$ cat src/rtl/mdio_master_param.sv
// MDIO (Clause 22 / Clause 45) management-frame master with a parameterised MDC divider and preamble length.
// One command per frame; rsp_valid pulses (PRE_LEN+33)*CLK_DIV cycles after accept (illegal C22 ops: next cycle).
module mdio_master_param #(
    parameter int CLK_DIV = 80,
    parameter int PRE_LEN = 32
) (
    input  logic        clk,
    input  logic        rst_n,
    input  logic        cmd_valid,
    output logic        cmd_ready,
    input  logic        cmd_c45,
    input  logic [1:0]  cmd_op,
    input  logic [4:0]  cmd_phy,
    input  logic [4:0]  cmd_reg,
    input  logic [15:0] cmd_wdata,
    output logic        rsp_valid,
    output logic [15:0] rsp_rdata,
    output logic        rsp_err,
    output logic        busy,
    output logic        mdc,
    output logic        mdio_o,
    output logic        mdio_oe,
    input  logic        mdio_i
);

    typedef enum logic [2:0] {IDLE, PRE, HDR, TA, DATA, DONE} state_t;

    localparam int              CW       = (CLK_DIV > 2) ? $clog2(CLK_DIV) : 1;
    localparam logic [CW-1:0]   LAST     = CW'(CLK_DIV - 1);
    localparam logic [CW-1:0]   HALF     = CW'(CLK_DIV / 2);
    localparam logic [CW-1:0]   HALF_M1  = CW'(CLK_DIV / 2 - 1);
    localparam logic [5:0]      PRE_LAST = 6'((PRE_LEN > 0) ? PRE_LEN - 1 : 0);

    state_t        state, state_nxt;
    logic [CW-1:0] cnt;
    logic [5:0]    bit_cnt;
    logic [31:0]   sr;
    logic [15:0]   rd_sh;
    logic          rd_op;
    logic          ta_err;

    logic accept, illegal, is_read, slot_end, last_bit, sample;

    assign accept   = cmd_valid && cmd_ready;
    assign illegal  = !cmd_c45 && (cmd_op == 2'b00 || cmd_op == 2'b11);
    assign is_read  = cmd_c45 ? cmd_op[1] : (cmd_op == 2'b10);
    assign slot_end = (state != IDLE) && (cnt == LAST);
    assign last_bit = slot_end && (bit_cnt == 6'd0);
    assign sample   = (state != IDLE) && (cnt == HALF_M1);

    always_ff @(posedge clk or negedge rst_n) begin
        if (!rst_n) state <= IDLE;
        else        state <= state_nxt;
    end

    always_comb begin
        state_nxt = state;
        case (state)
            IDLE: if (accept && !illegal) state_nxt = (PRE_LEN > 0) ? PRE : HDR;
            PRE:  if (last_bit) state_nxt = HDR;
            HDR:  if (last_bit) state_nxt = TA;
            TA:   if (last_bit) state_nxt = DATA;
            DATA: if (last_bit) state_nxt = DONE;
            DONE: if (last_bit) state_nxt = IDLE;
            default: state_nxt = IDLE;
        endcase
    end

    // A read turns the line around at the first TA slot and never drives it again.
    always_comb begin
        cmd_ready = 1'b0;
        busy      = 1'b1;
        mdc       = (cnt >= HALF);
        mdio_o    = 1'b1;
        mdio_oe   = 1'b0;
        case (state)
            IDLE: begin
                cmd_ready = 1'b1;
                busy      = 1'b0;
                mdc       = 1'b0;
            end
            PRE: mdio_oe = 1'b1;
            HDR: begin
                mdio_oe = 1'b1;
                mdio_o  = sr[31];
            end
            TA, DATA: begin
                mdio_oe = !rd_op;
                mdio_o  = rd_op ? 1'b1 : sr[31];
            end
            default: ;
        endcase
    end

    always_ff @(posedge clk or negedge rst_n) begin
        if (!rst_n) begin
            cnt       <= '0;
            bit_cnt   <= '0;
            sr        <= '0;
            rd_sh     <= '0;
            rd_op     <= 1'b0;
            ta_err    <= 1'b0;
            rsp_valid <= 1'b0;
            rsp_rdata <= '0;
            rsp_err   <= 1'b0;
        end else begin
            rsp_valid <= 1'b0;
            if (state == IDLE) begin
                cnt <= '0;
                if (accept) begin
                    if (illegal) begin
                        rsp_valid <= 1'b1;
                        rsp_err   <= 1'b1;
                        rsp_rdata <= '0;
                    end else begin
                        sr      <= {1'b0, !cmd_c45, cmd_op, cmd_phy, cmd_reg, 2'b10, cmd_wdata};
                        rd_op   <= is_read;
                        ta_err  <= 1'b0;
                        rd_sh   <= '0;
                        bit_cnt <= (PRE_LEN > 0) ? PRE_LAST : 6'd13;
                    end
                end
            end else begin
                cnt <= slot_end ? '0 : cnt + CW'(1);
                // mdio_i is captured on the edge that raises mdc.
                if (sample && rd_op) begin
                    if (state == TA && bit_cnt == 6'd0) ta_err <= mdio_i;
                    if (state == DATA) rd_sh <= {rd_sh[14:0], mdio_i};
                end
                if (slot_end) begin
                    if (state == HDR || state == TA || state == DATA) sr <= {sr[30:0], 1'b0};
                    if (bit_cnt != 6'd0) begin
                        bit_cnt <= bit_cnt - 6'd1;
                    end else begin
                        case (state)
                            PRE:     bit_cnt <= 6'd13;
                            HDR:     bit_cnt <= 6'd1;
                            TA:      bit_cnt <= 6'd15;
                            default: bit_cnt <= 6'd0;
                        endcase
                    end
                end
                if (last_bit && state == DONE) begin
                    rsp_valid <= 1'b1;
                    rsp_rdata <= rd_op ? rd_sh : 16'h0000;
                    rsp_err   <= rd_op ? ta_err : 1'b0;
                end
            end
        end
    end

endmodule
$ cat config.mk
export PLATFORM = sky130hd
export DESIGN_NAME = mdio_master_param
export DESIGN_NICKNAME = d
export VERILOG_FILES = /design/src/rtl/mdio_master_param.sv
export SDC_FILE = /design/constraint.sdc
export NUM_CORES = 1
export LEC_CHECK = 0
export CAP_MARGIN = 20
export CORE_MARGIN = 2
export CORE_UTILIZATION = 30
export CTS_CLUSTER_SIZE = 16
export DETAILED_ROUTE_END_ITERATION = 8
export PLACE_DENSITY = 0.61
export SKIP_LAST_GASP = 1
export SYNTH_ARGS = -nofsm -noshare
export SYNTH_HDL_FRONTEND = slang
export SYNTH_SLANG_ARGS = --single-unit
$ cat constraint.sdc
create_clock -name clk -period 2.1 [get_ports clk]
set_input_delay 0.42 -clock clk [delete_from_list [all_inputs] [get_ports clk]]
set_output_delay 0.42 -clock clk [all_outputs]
set_load 0.01 [all_outputs]
run_1/sizes.png
(4 px per um)
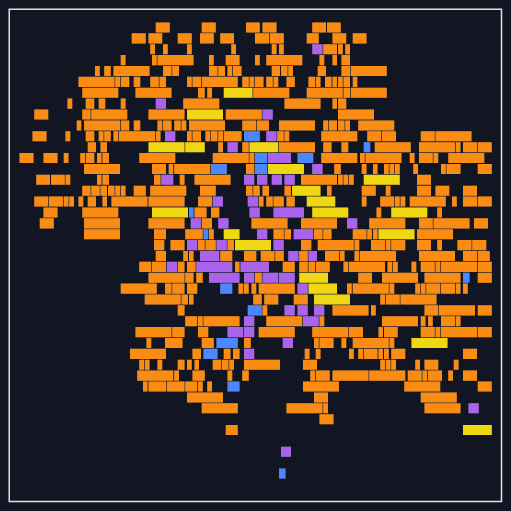
legend:
  blue:
    size: _2 cells
    cells: 15
  purple:
    size: _3 and _4 cells
    cells: 47
  orange:
    size: _0 and _1 cells
    cells: 440
  yellow:
    size: _6 and larger
    cells: 20
final instance area: 0.00556 mm2
final setup margin: -0.0314 ns
synth-to-layout area growth: 31.6%

run_1/flops_by_reg.png
(3 px per um) Other sequential cells in the stronger gray, the rest of the logic in the fainter gray.
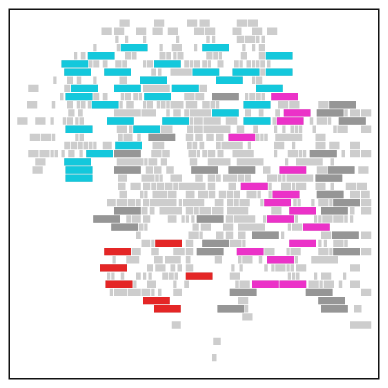
legend:
  red:
    name_in_the_netlist: cnt
    sequential_cells: 7
    where: south
  magenta:
    name_in_the_netlist: rd_sh
    sequential_cells: 16
  cyan:
    name_in_the_netlist: sr
    sequential_cells: 32
not colored: 29
sequential power: 0.00218 W
sequential cell area share: 37.8%

run_1/congestion.png
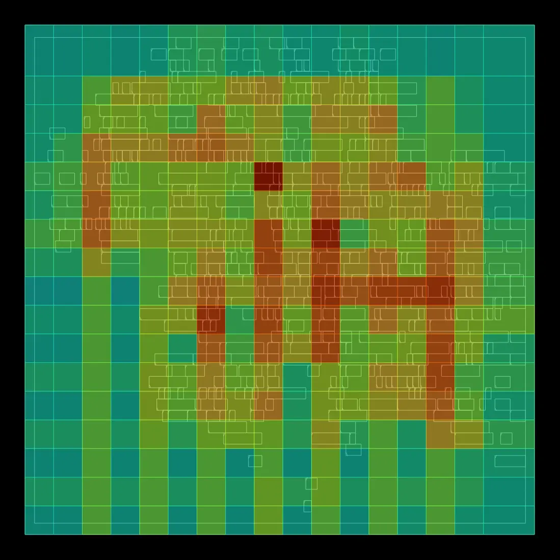
end-of-flow core utilization: 40.2%
All-Layer GR Usage: 13.8%
routing usage on met1: 18.2%

-- run 1: layout by cell type (no fill, tap or decap), drive strengths merged, types with 3 or more instances in the layout --
cell             n
and3             4
clkinvlp         3
inv             29
dlygate4sd2      3
ha               6
nor3            28
nand3            5
clkdlybuf4s50   49
nand2          109
nand2b           5
o21ai           14
o22a             3
buf             39
a31oi           27
nor2            13
mux2i           36
xnor2            3
dfrtp           84
clkbuf          13
mux2             4
a21oi            6
-- run 1: worst paths after layout --
check | to | startpoint
max reg2reg | rsp_rdata[0] | bit_cnt[1]
max | rsp_rdata[0] | bit_cnt[1]
min in group clk | sr[16] | sr[15]
min reg2reg | sr[16] | sr[15]
max in group asynchronous | rsp_err | rst_n
min | rsp_rdata[4] | rst_n
-- run 1: flip-flops by register name, summed over array words and instances (netlist names) --
signal     cells
sr            32
rd_sh         16
rsp_rdata     16
cnt            7
bit_cnt        6
state          3
rd_op          1
rsp_err        1
rsp_valid      1
ta_err         1
-- run 1: routing by layer --
metal / wire (um) / vias up
met5: 0 / -
met4: 130 / 0
met3: 432 / 6
met2: 4950 / 79
met1: 4500 / 1678
li1: - / 1660
-- run 1: worst max-delay path, cell delays in order, from the launching register on --
cell	delay, ns
dfrtp_1	0.40
inv_2	0.09
ha_4	0.12
or4b_4	0.48
nor4_4	0.25
and4_4	0.33
clkbuf_16	0.18
mux2i_1	0.19
-- run 1: area by class of cell --
cell class / instances / area [um2]
Clock buffer: 10 / 239
Clock inverter: 6 / 47.5
Fill cell: 1335 / 8260
Inverter: 28 / 108
Multi-Input combinational cell: 300 / 1890
Sequential cell: 84 / 2100
Tap cell: 180 / 225
Timing Repair Buffer: 94 / 950
==> results_dict.tcl, run 1 <==
# yosys + openroad results
set metrics [dict create \
    status "finished with violations" \
    violations "negative setup slack" \
    worst_slew_pin_slew_ns 0.490 \
    synth-edff-count 0 \
    wirelength_um 10000 \
    slew_headroom_pct 67.3 \
    drv_cap 0 \
    dp_hpwl_um 6640 \
    grt.met3_usage_pct 3.16 \
    fin_worst_skew_ns 0.00612 \
    die_area_mm2 0.0151 \
    core-area_mm2 0.0138 \
    clock-root-buffer "clkbuf_16" \
    fin_crit_sh_pct 101 \
    cts_tree "done" \
    worst_slack_ns -0.0314 \
    antenna_found_initial 0 \
    yosys.area_share.xor_xnor_pct 0.829 \
    post-cts-setup-buffers 2 \
    grt_pass1_wl_um 16400 \
    fmax_ghz 0.469 \
    ir_drop_v 0.000449 \
    power_frac_comb_pct 21.2 \
    cp_data_arrival_time_ns 2.39 \
    io_pins 56 \
    die-height_um 123 \
    die_w_um 123 \
    fp_util_pct 30.6 \
    synth-seq-cells 84 \
    ys_cells 443 \
    seqPwrFrac_pct 46.6 \
    top_power_group "sequential cells" \
    via_per_inst 4.88 \
    synth.most_common_cell "nand2_1" \
    fin_setup_tns_ns -0.0961 \
    wl_per_cell_um 14.3 \
    final_max_slew_viol_count 0 \
    tool_warnings 32 \
    yosys.area_share.aoi_pct 10.6 \
    synth.distinct_cells 55 \
    power.internal_w 0.00328 \
    r2r_setup_slack_ns -0.03 \
    simple_gate_area_share_pct 20.1 \
    avgSynthCellArea_um2 9.54 \
    dp_slack_ns -0.260 \
    numPortBuffers 55 \
    powerDensity_mw_per_mm2 843 \
    clock_sinks 84 \
    rsz0062_at_grt "yes" \
    place_area_mm2 0.00513 \
    common_cells "nand2_1, dfrtp_1, mux2i_1" \
    cts.htree.levels 3 \
    cp_data_required_time_ns 2.35 \
    synth_top_area_share_pct 49.7 \
    yosysTopAreaCell "dfrtp_1" \
    fp_nets 482 \
    fin_cells 702 \
    switching_power_w 0.00141 \
    hold-worst-slack_ns 0.0619 \
    final_net_count 556 \
    clk_latency_ns 0.34 \
    syn_area_mm2 0.00423 \
    post_cts_resized 17 \
    mux_area_share_pct 9.59 \
    yosysWarnings 0 \
    hp-class "input pin to asynchronous set/reset pin" \
    clk_pin_slew_ns 0.07 \
    synth-main-ff-cell "dfrtp_1" \
    cts.hold.buffers_added 0 \
    power_w 0.00469 \
    firstDrtPassIters 7 \
    worstPathMaxFanout 8 \
    power_frac_clock_pct 32.2 \
    swShare_pct 30.1 \
    cts_buffers 9 \
    async_flop_share_pct 100 \
    dp_cells 680 \
    antenna_left 0 \
    rr_worst_depth 7 \
    antenna_cells 0 \
    grt.overflow.total 0 \
    synth-area-yosys_mm2 0.00423 \
    route.detailed.drc 0 \
    num_vias 3423 \
    topCombFamilyByArea "simple AND/OR/NAND/NOR gates" \
    worstSetupPathType "flop to flop" \
    p_clk_w 0.00151 \
    endpoint_kind "flop" \
    drt_iter0_drc 268 \
    min_period_ns 2.13 \
    routabilityCongestion 0.786 \
    seq_area_frac_synth_pct 49.7 \
    total_leakage_power_nw 2.39 \
    row_count 43 \
    p_comb_w 0.000995 \
    use_met2_pct 22.3 \
    synthTopCellsByArea "dfrtp_1, nand2_1, mux2i_1" \
    grt_max_degree 85 \
    finalHoldViolations 0 \
    setup_viol 8 \
    grt_busiest_layer "met2" \
    start_kind "flop" \
    drive_gt1_share_pct 15.7 \
    fa_ha_area_share_pct 1.78 \
    clk_path_buf_depth 2 \
    synthCells 443 \
    grt_pass1_vias 3333 \
]
run_1/layer_met2.png
(3 px per um)
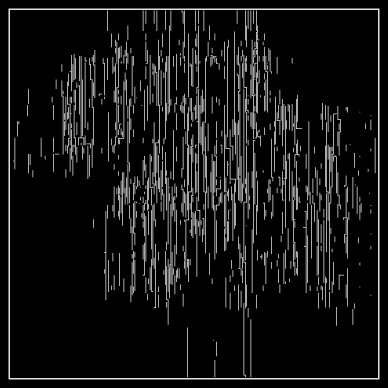

==> run 1 -> run 2 <==
- GPL_TIMING_DRIVEN: not set -> 0
run_2/layer_met2.png
(3 px per um)
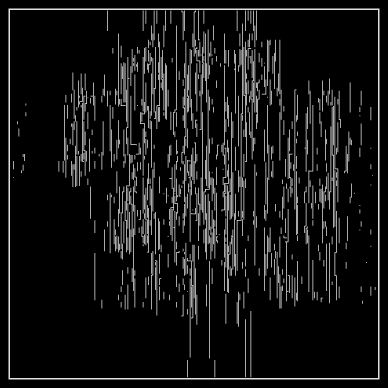
nets with wire on the layer: 484
wire length on this layer: 5000 um
share of all routed wire: 48%
longest straight run: 39.8 um
total number of vias: 3487
final wirelength: 10300 um
met2 usage: 22.1%

==> run 2 against run 1 <==
Compared with the run above: the flow still finishes with violations (negative setup slack); global-route usage is 0.088 points higher; wire length is 3.3% higher; clock power is 15% higher; die area stayed put; setup slack better by 0.012 ns; maximum frequency is 0.56% higher; via count is 1.9% higher; first-iteration DRC count is 30% lower; clock skew is 0.0016 ns lower.
==> results_dict.tcl, run 2 <==
# yosys + openroad results
set metrics [dict create \
    path_common_cell "buf_6" \
    setup_viol 2 \
    slowest_stage "dfrtp_2" \
    synth.distinct_cells 55 \
    worstPathMaxFanout 4 \
    layout.area.seq_mm2 0.00210 \
    syn_to_final_growth_pct 39.8 \
    async_flop_share_pct 100 \
    yosys.area_share.aoi_pct 10.6 \
    route.detailed.drc 0 \
    power_w 0.00504 \
    mostFrequentLayoutCells "nand2_1, dfrtp_1, clkdlybuf4s50_1" \
    worst_slack_ns -0.0195 \
    drive_gt1_share_pct 20.2 \
    min_period_ns 2.12 \
    grt_pass1_wl_um 16200 \
    r2r_setup_slack_ns -0.02 \
    common_cells "nand2_1, dfrtp_1, mux2i_1" \
    drt_iter0_drc 187 \
    yosysWarnings 0 \
    routabilityCongestion 0.776 \
    status "finished with violations" \
    simple_gate_area_share_pct 20.1 \
    critical_path_buf_inv_count 3 \
    dp_hpwl_um 6850 \
    core-area_mm2 0.0138 \
    synth-edff-count 0 \
    antenna_found_initial 0 \
    die-height_um 123 \
    p_comb_w 0.00113 \
    reg_top3 "sr x32, rd_sh x16, rsp_rdata x16" \
    violations "negative setup slack" \
    firstDrtPassIters 4 \
    power_frac_clock_pct 34.4 \
    yosysTopAreaCell "dfrtp_1" \
    place_area_mm2 0.00503 \
    numPortBuffers 55 \
    clock_sinks 84 \
    fin_setup_tns_ns -0.0367 \
    switching_power_w 0.00144 \
    powerDensity_mw_per_mm2 854 \
    final_max_slew_viol_count 0 \
    synthTopCellsByArea "dfrtp_1, nand2_1, mux2i_1" \
    avgSynthCellArea_um2 9.54 \
    tool_warnings 32 \
    ys_cells 443 \
    die_area_mm2 0.0151 \
    cts_tree "done" \
    drv_cap 0 \
    synth.most_common_cell "nand2_1" \
    topCombFamilyByArea "simple AND/OR/NAND/NOR gates" \
    r2r-start "state[1]" \
    fin_worst_skew_ns 0.00454 \
    fillers 1306 \
    cts_buffers 9 \
    fin_crit_sh_pct 101 \
    seq_area_frac_synth_pct 49.7 \
    clk_pin_slew_ns 0.06 \
    fp_nets 482 \
    rsz0062_at_grt "yes" \
    via_per_inst 4.84 \
    cp_data_required_time_ns 2.32 \
    ir_drop_v 0.000484 \
    fa_ha_area_share_pct 1.78 \
    final_net_count 575 \
    syn_area_mm2 0.00423 \
    seqPwrFrac_pct 43.2 \
    mi_logic_area_mm2 0.00202 \
    regMostFlops "sr" \
    clock-root-buffer "clkbuf_16" \
]
[run 2: cell counts after synthesis]
No cell type changed its count.
[run 2: repair_timing]
| action | in CTS | in global routing |
|---|---|---|
| gates resized | 45 | 38 |
| cloned | 1 | 2 |
| endpoints found under the hold margin | 14 | 0 |
| pin swaps | 5 | 6 |
| setup endpoints to repair | 48 | 66 |
| hold buffers | 1 | 0 |
| setup buffers | 16 | 9 |
[run 2: routing by layer]
layer | vias to the layer above | share of wire, % | global-route usage (%)
li1 | 1698 | - | -
met1 | 1700 | 46 | 18.6
met2 | 75 | 48 | 22.1
met3 | 14 | 3.8 | 2.42
met4 | 0 | 1.7 | 5.68
met5 | - | 0 | 0
[run 2: worst reg2reg max path, cell delays in order, from the launching register on]
cell and delay (ns):
dfrtp_2 0.42, buf_6 0.13, buf_6 0.11, or3b_4 0.40
a211oi_4 0.34, nand2b_4 0.22, buf_6 0.11, mux2_4 0.28
[run 2: how the worst max path moves through the flow]
stage                          start            end  slack, ns  cells past startpoint
after floorplan           bit_cnt[0]  rsp_rdata[10]       0.10                      8
after global placement         rst_n          sr[1]      -2.44                      1
after detailed placement    state[1]           busy      -0.59                      6
after CTS                   state[1]           busy      -0.17                      5
after global routing        state[1]         sr[15]      -0.05                      7
final                       state[1]         sr[30]      -0.02                      7
[run 2: final cells by class]
type,instances,area share (%)
tap,180,3.81
timing repair buffer,85,14.6
buffer,28,4.55
multi-input combinational,300,34.2
clock buffer,11,4.28
inverter,28,1.78
sequential,84,35.6
clock inverter,4,1.23
[run 2: through the flow]
step                      hold slack (ns)  cells
after detailed placement            0.293    679
final                               0.482    720
after global routing                0.492    720
after global placement              0.481    678
after CTS                           0.484    711
after floorplan                     0.124    443
Power figures rest on the tool's default switching activity, not on a simulated workload.
